**src/rtl/weight_tile_loader.sv**
```systemverilog
`timescale 1ns/1ps
// Purpose: assemble a serial weight stream into a shadow bank, then promote it to the active bank driving the PE array.
// Latency: last accepted beat at cycle t -> FULL at t+1 -> o_weights/o_swap_ack at t+2 at the earliest.
// Backpressure: o_data_out_en (pop request) is high only in FILL; a FULL tile waits for i_swap unless the active bank is empty.
module weight_tile_loader #(
  parameter int NUM_PE     = 9,
  parameter int DATA_WIDTH = 8,
  parameter int CNT_WIDTH  = $clog2(NUM_PE + 1)
) (
  input  logic                         i_clk,
  input  logic                         i_rst,
  input  logic                         i_reg_clear,
  input  logic                         i_load_start,
  input  logic [CNT_WIDTH-1:0]         i_load_size,
  input  logic [DATA_WIDTH-1:0]        i_data,
  input  logic                         i_data_valid,
  input  logic                         i_swap,
  output logic                         o_data_out_en,
  output logic [NUM_PE*DATA_WIDTH-1:0] o_weights,
  output logic                         o_weights_valid,
  output logic                         o_swap_ack,
  output logic                         o_busy,
  output logic                         o_err
);

  typedef enum logic [1:0] {
    IDLE = 2'd0,
    FILL = 2'd1,
    FULL = 2'd2
  } state_t;

  state_t                         state_q;
  state_t                         state_d;
  logic [CNT_WIDTH-1:0]           cnt_q;
  logic [CNT_WIDTH-1:0]           cnt_inc;
  logic [CNT_WIDTH-1:0]           size_q;
  logic [NUM_PE*DATA_WIDTH-1:0]   shadow_q;
  logic [NUM_PE*DATA_WIDTH-1:0]   active_q;
  logic                           wvld_q;
  logic                           ack_q;
  logic                           err_q;

  logic                           size_ok;
  logic                           start_fill;
  logic                           accept_beat;
  logic                           promote;
  logic                           err_set;

  assign cnt_inc = cnt_q + CNT_WIDTH'(1);
  assign size_ok = (i_load_size != '0) && (i_load_size <= CNT_WIDTH'(NUM_PE));

  // State register; clear shares reset values and outranks every other input.
  always_ff @(posedge i_clk or posedge i_rst) begin
    if (i_rst) begin
      state_q <= IDLE;
    end else if (i_reg_clear) begin
      state_q <= IDLE;
    end else begin
      state_q <= state_d;
    end
  end

  // Next-state: the beat that reaches the latched size closes the tile.
  always_comb begin
    state_d = state_q;
    case (state_q)
      IDLE:    if (start_fill) state_d = FILL;
      FILL:    if (accept_beat && (cnt_inc == size_q)) state_d = FULL;
      FULL:    if (promote) state_d = IDLE;
      default: state_d = IDLE;
    endcase
  end

  // Per-state actions and protocol-error detection.
  always_comb begin
    start_fill  = 1'b0;
    accept_beat = 1'b0;
    promote     = 1'b0;
    err_set     = 1'b0;
    case (state_q)
      IDLE: begin
        start_fill = i_load_start && size_ok;
        // A beat here is the router overshooting its pop window.
        err_set    = (i_load_start && !size_ok) || i_data_valid;
      end
      FILL: begin
        accept_beat = i_data_valid;
        err_set     = i_load_start;
      end
      FULL: begin
        // An empty active bank takes the tile without waiting for a request.
        promote = i_swap || !wvld_q;
        err_set = i_load_start || i_data_valid;
      end
      default: ;
    endcase
  end

  // Shadow bank fill: zeroed at tile start so unwritten entries read 0.
  always_ff @(posedge i_clk or posedge i_rst) begin
    if (i_rst) begin
      cnt_q    <= '0;
      size_q   <= '0;
      shadow_q <= '0;
    end else if (i_reg_clear) begin
      cnt_q    <= '0;
      size_q   <= '0;
      shadow_q <= '0;
    end else if (start_fill) begin
      cnt_q    <= '0;
      size_q   <= i_load_size;
      shadow_q <= '0;
    end else if (accept_beat) begin
      cnt_q <= cnt_inc;
      for (int k = 0; k < NUM_PE; k++) begin
        if (cnt_q == CNT_WIDTH'(k)) begin
          shadow_q[k*DATA_WIDTH +: DATA_WIDTH] <= i_data;
        end
      end
    end
  end

  // Active bank promotion; the ack is registered alongside so it marks the update cycle.
  always_ff @(posedge i_clk or posedge i_rst) begin
    if (i_rst) begin
      active_q <= '0;
      wvld_q   <= 1'b0;
      ack_q    <= 1'b0;
    end else if (i_reg_clear) begin
      active_q <= '0;
      wvld_q   <= 1'b0;
      ack_q    <= 1'b0;
    end else begin
      ack_q <= promote;
      if (promote) begin
        active_q <= shadow_q;
        wvld_q   <= 1'b1;
      end
    end
  end

  // Sticky error flag.
  always_ff @(posedge i_clk or posedge i_rst) begin
    if (i_rst) begin
      err_q <= 1'b0;
    end else if (i_reg_clear) begin
      err_q <= 1'b0;
    end else if (err_set) begin
      err_q <= 1'b1;
    end
  end

  assign o_data_out_en   = (state_q == FILL);
  assign o_busy          = (state_q != IDLE);
  assign o_weights       = active_q;
  assign o_weights_valid = wvld_q;
  assign o_swap_ack      = ack_q;
  assign o_err           = err_q;

endmodule

```
**config.mk**
```make
export PLATFORM = sky130hd
export DESIGN_NAME = weight_tile_loader
export DESIGN_NICKNAME = d
export VERILOG_FILES = /design/src/rtl/weight_tile_loader.sv
export SDC_FILE = /design/constraint.sdc
export NUM_CORES = 1
export LEC_CHECK = 0
export CORE_MARGIN = 3
export CORE_UTILIZATION = 54
export DETAILED_ROUTE_END_ITERATION = 12
export GPL_TIMING_DRIVEN = 0
export PLACE_DENSITY = 0.81
export SLEW_MARGIN = 5
export SYNTH_ARGS = -nofsm -noshare
export SYNTH_HDL_FRONTEND = slang
export SYNTH_SLANG_ARGS = --single-unit
```
**constraint.sdc**
```tcl
create_clock -name i_clk -period 5.8 [get_ports i_clk]
set_input_delay 0.87 -clock i_clk [delete_from_list [all_inputs] [get_ports i_clk]]
set_output_delay 0.87 -clock i_clk [all_outputs]
set_load 0.05 [all_outputs]
```
==> ci_impl_report.md <==
### Flow metrics

| Metric | Value |
|---|---|
| Post-layout min period | `2.937 ns` |
| Drt wl/cell | `17.89 µm` |
| MaxCap Viol Count | `0` |
| Yosys top cell by instances | `dfrtp_1` |
| Root buffer cell | `clkbuf_16` |
| Final period utilization | `0.5064` |
| Critical path class | `flip-flop to output port` |
| CTS tree | `built` |
| H-tree levels | `4` |
| Main area contributors | `dfrtp_1 60%, mux2i_1 12%, nand2_1 8.3%, a21oi_1 5.5%, nor2_1 4.8%` |
| Met1 WL | `6667 µm` |
| Synth Flop Type | `dfrtp_1` |
| Switch Pwr | `0.0005228 W` |
| Hold WS | `0.5215 ns` |
| Met2 Track Usage GR | `0.4115` |
| Grt ovf | `0` |
| Setup Buffers After CTS | `0` |
| Worst EP arrival | `2.07 ns` |
| Area post-placement | `7657 µm²` |
| Top sig layer | `met4` |
| LEAKAGE | `3.959 nW` |
| Crit end category | `output port` |
| Final Cell Area | `8232 µm²` |
| Status | `complete, no violations` |
| Worst-path maximum fanout | `10` |
| Seq power | `0.00110 W` |
| DRT Wirelength | `16020 µm` |
| DRT iter0 DRCs | `373` |
| Met3 wire len | `824 µm` |
| Most numerous logic cells after layout | `157 x dfrtp_1, 145 x nand2_1, 85 x nor2_1, 85 x clkdlybuf4s50_1, 77 x mux2i_1` |
| Largest logic family | `simple AND/OR/NAND/NOR gates` |
| Vert. Die Dim | `116.5 µm` |
| Layout Nets | `762` |
| Initial DRT Pass Iterations | `4` |
| Mux area share | `0.1169` |
| Maximum buffer depth of the clock tree | `2` |
| Worst Hold Class | `flip-flop to flip-flop` |
| Yosys stat area | `6595 µm²` |
| Vias | `4951` |
| Cell internal pwr | `0.001785 W` |
| Placed Cells incl. Taps | `864` |
| Yosys top cell by area | `dfrtp_1` |
| Worst slew pin tran | `0.7643 ns` |
| Met2 WL | `8284 µm` |
| Num CTS Buffers | `17` |
| GRT Total Usage | `0.2474` |
| Async set-reset flop share out of synthesis | `1.000` |
| Gr busiest metal | `met2` |
| Setup TNS | `0 ns` |
| GPL Wtd Cong | `0.8656` |
| Fin. Hold Viols | `0` |
| Rel. slew slack | `0.4905` |
| Core area | `11660 µm²` |
| Remaining DRCs | `0` |
| Area grow syn2layout | `24.81%` |
| Yosys Instances | `635` |
| First-pass GRT wire length | `25470 µm` |
| Clock Power | `0.00108 W` |
| Critical Path RT | `4.93 ns` |
| Largest net degree at the start of global routing | `95` |
==> flip-flops by register name (all words and copies together) (netlist names) <==
signal           flops
o_err                1
o_weights_valid      1
cnt_q                4
o_weights           72
shadow_q            72
o_swap_ack           1
state_q              2
size_q               4
==> critical path: stages, from the launching register on <==
cell	delay (ns)
dfrtp_1	0.38
buf_2	0.20
nor2_1	0.27
inv_1	0.08
clkdlybuf4s50_1	0.71
==> worst paths after layout <==
check	from	end	cells past startpoint	slack, ns
max	state_q[0]	o_busy	4	2.86
min	shadow_q[23]	o_weights[23]	2	0.52
max reg2reg	cnt_q[0]	shadow_q[57]	5	3.85
min reg2reg	shadow_q[23]	o_weights[23]	2	0.52
max in group asynchronous	i_rst	o_weights[58]	3	4.05
min in group asynchronous	i_rst	o_weights[30]	2	0.92
==> cell families after synthesis <==
| group | Yosys count |
|---|---|
| simple gates | 255 |
| flops | 157 |
| compound gates | 79 |
| mux | 77 |
| buf+inv | 54 |
| xor+xnor | 9 |
| fa+ha+maj | 4 |
==> final cells by class <==
| cell class | instances | area (µm²) |
|---|---|---|
| Buffer | 47 | 237.7 |
| Clock buffer | 19 | 452.9 |
| Clock inverter | 12 | 121.4 |
| Fill cell | 833 | 3431 |
| Inverter | 7 | 31.28 |
| Multi-Input combinational cell | 424 | 2402 |
| Sequential cell | 157 | 3929 |
| Tap cell | 143 | 178.9 |
| Timing Repair Buffer | 86 | 878.3 |
==> per-stage QoR <==
step	total power, W	utilization	worst slack [ns]
6_report	0.002307	0.7058	2.863
5_1_grt	0.002378	0.7058	2.762
4_1_cts	0.002320	0.7058	2.837
3_5_place_dp	0.001248	0.6566	2.978
3_3_place_gp	0.001242	0.6538	-1.035
2_1_floorplan	0.001206	-	0.6951
Figure 1. Drive-strength map.
Scale bar: 20 µm.
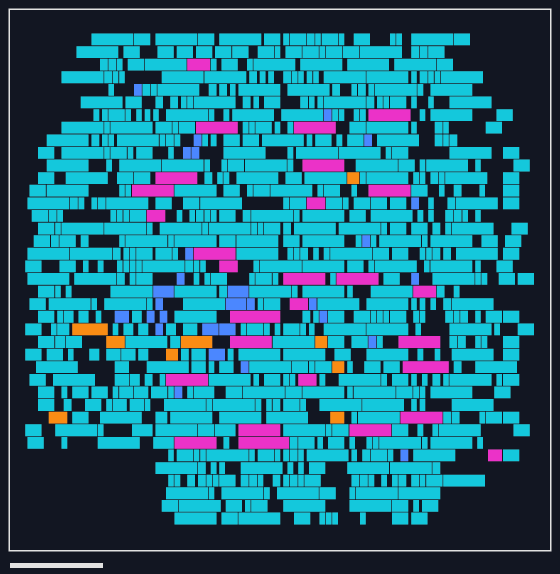
size	color	cells
_0 and _1 cells	cyan	686
_6 and larger	magenta	28
_2 cells	blue	29
_3 and _4 cells	orange	9

Figure 2. Register map, names as in the netlist.
Scale bar: 20 µm. Other sequential cells in the stronger gray, the rest of the logic in the fainter gray.
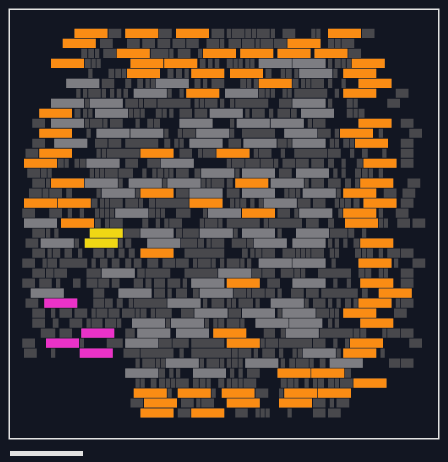
name in the netlist	color	flops
size_q	magenta	4
o_weights	orange	72
state_q	yellow	2
not colored	79

Power figures rest on the tool's default switching activity, not on a simulated workload.
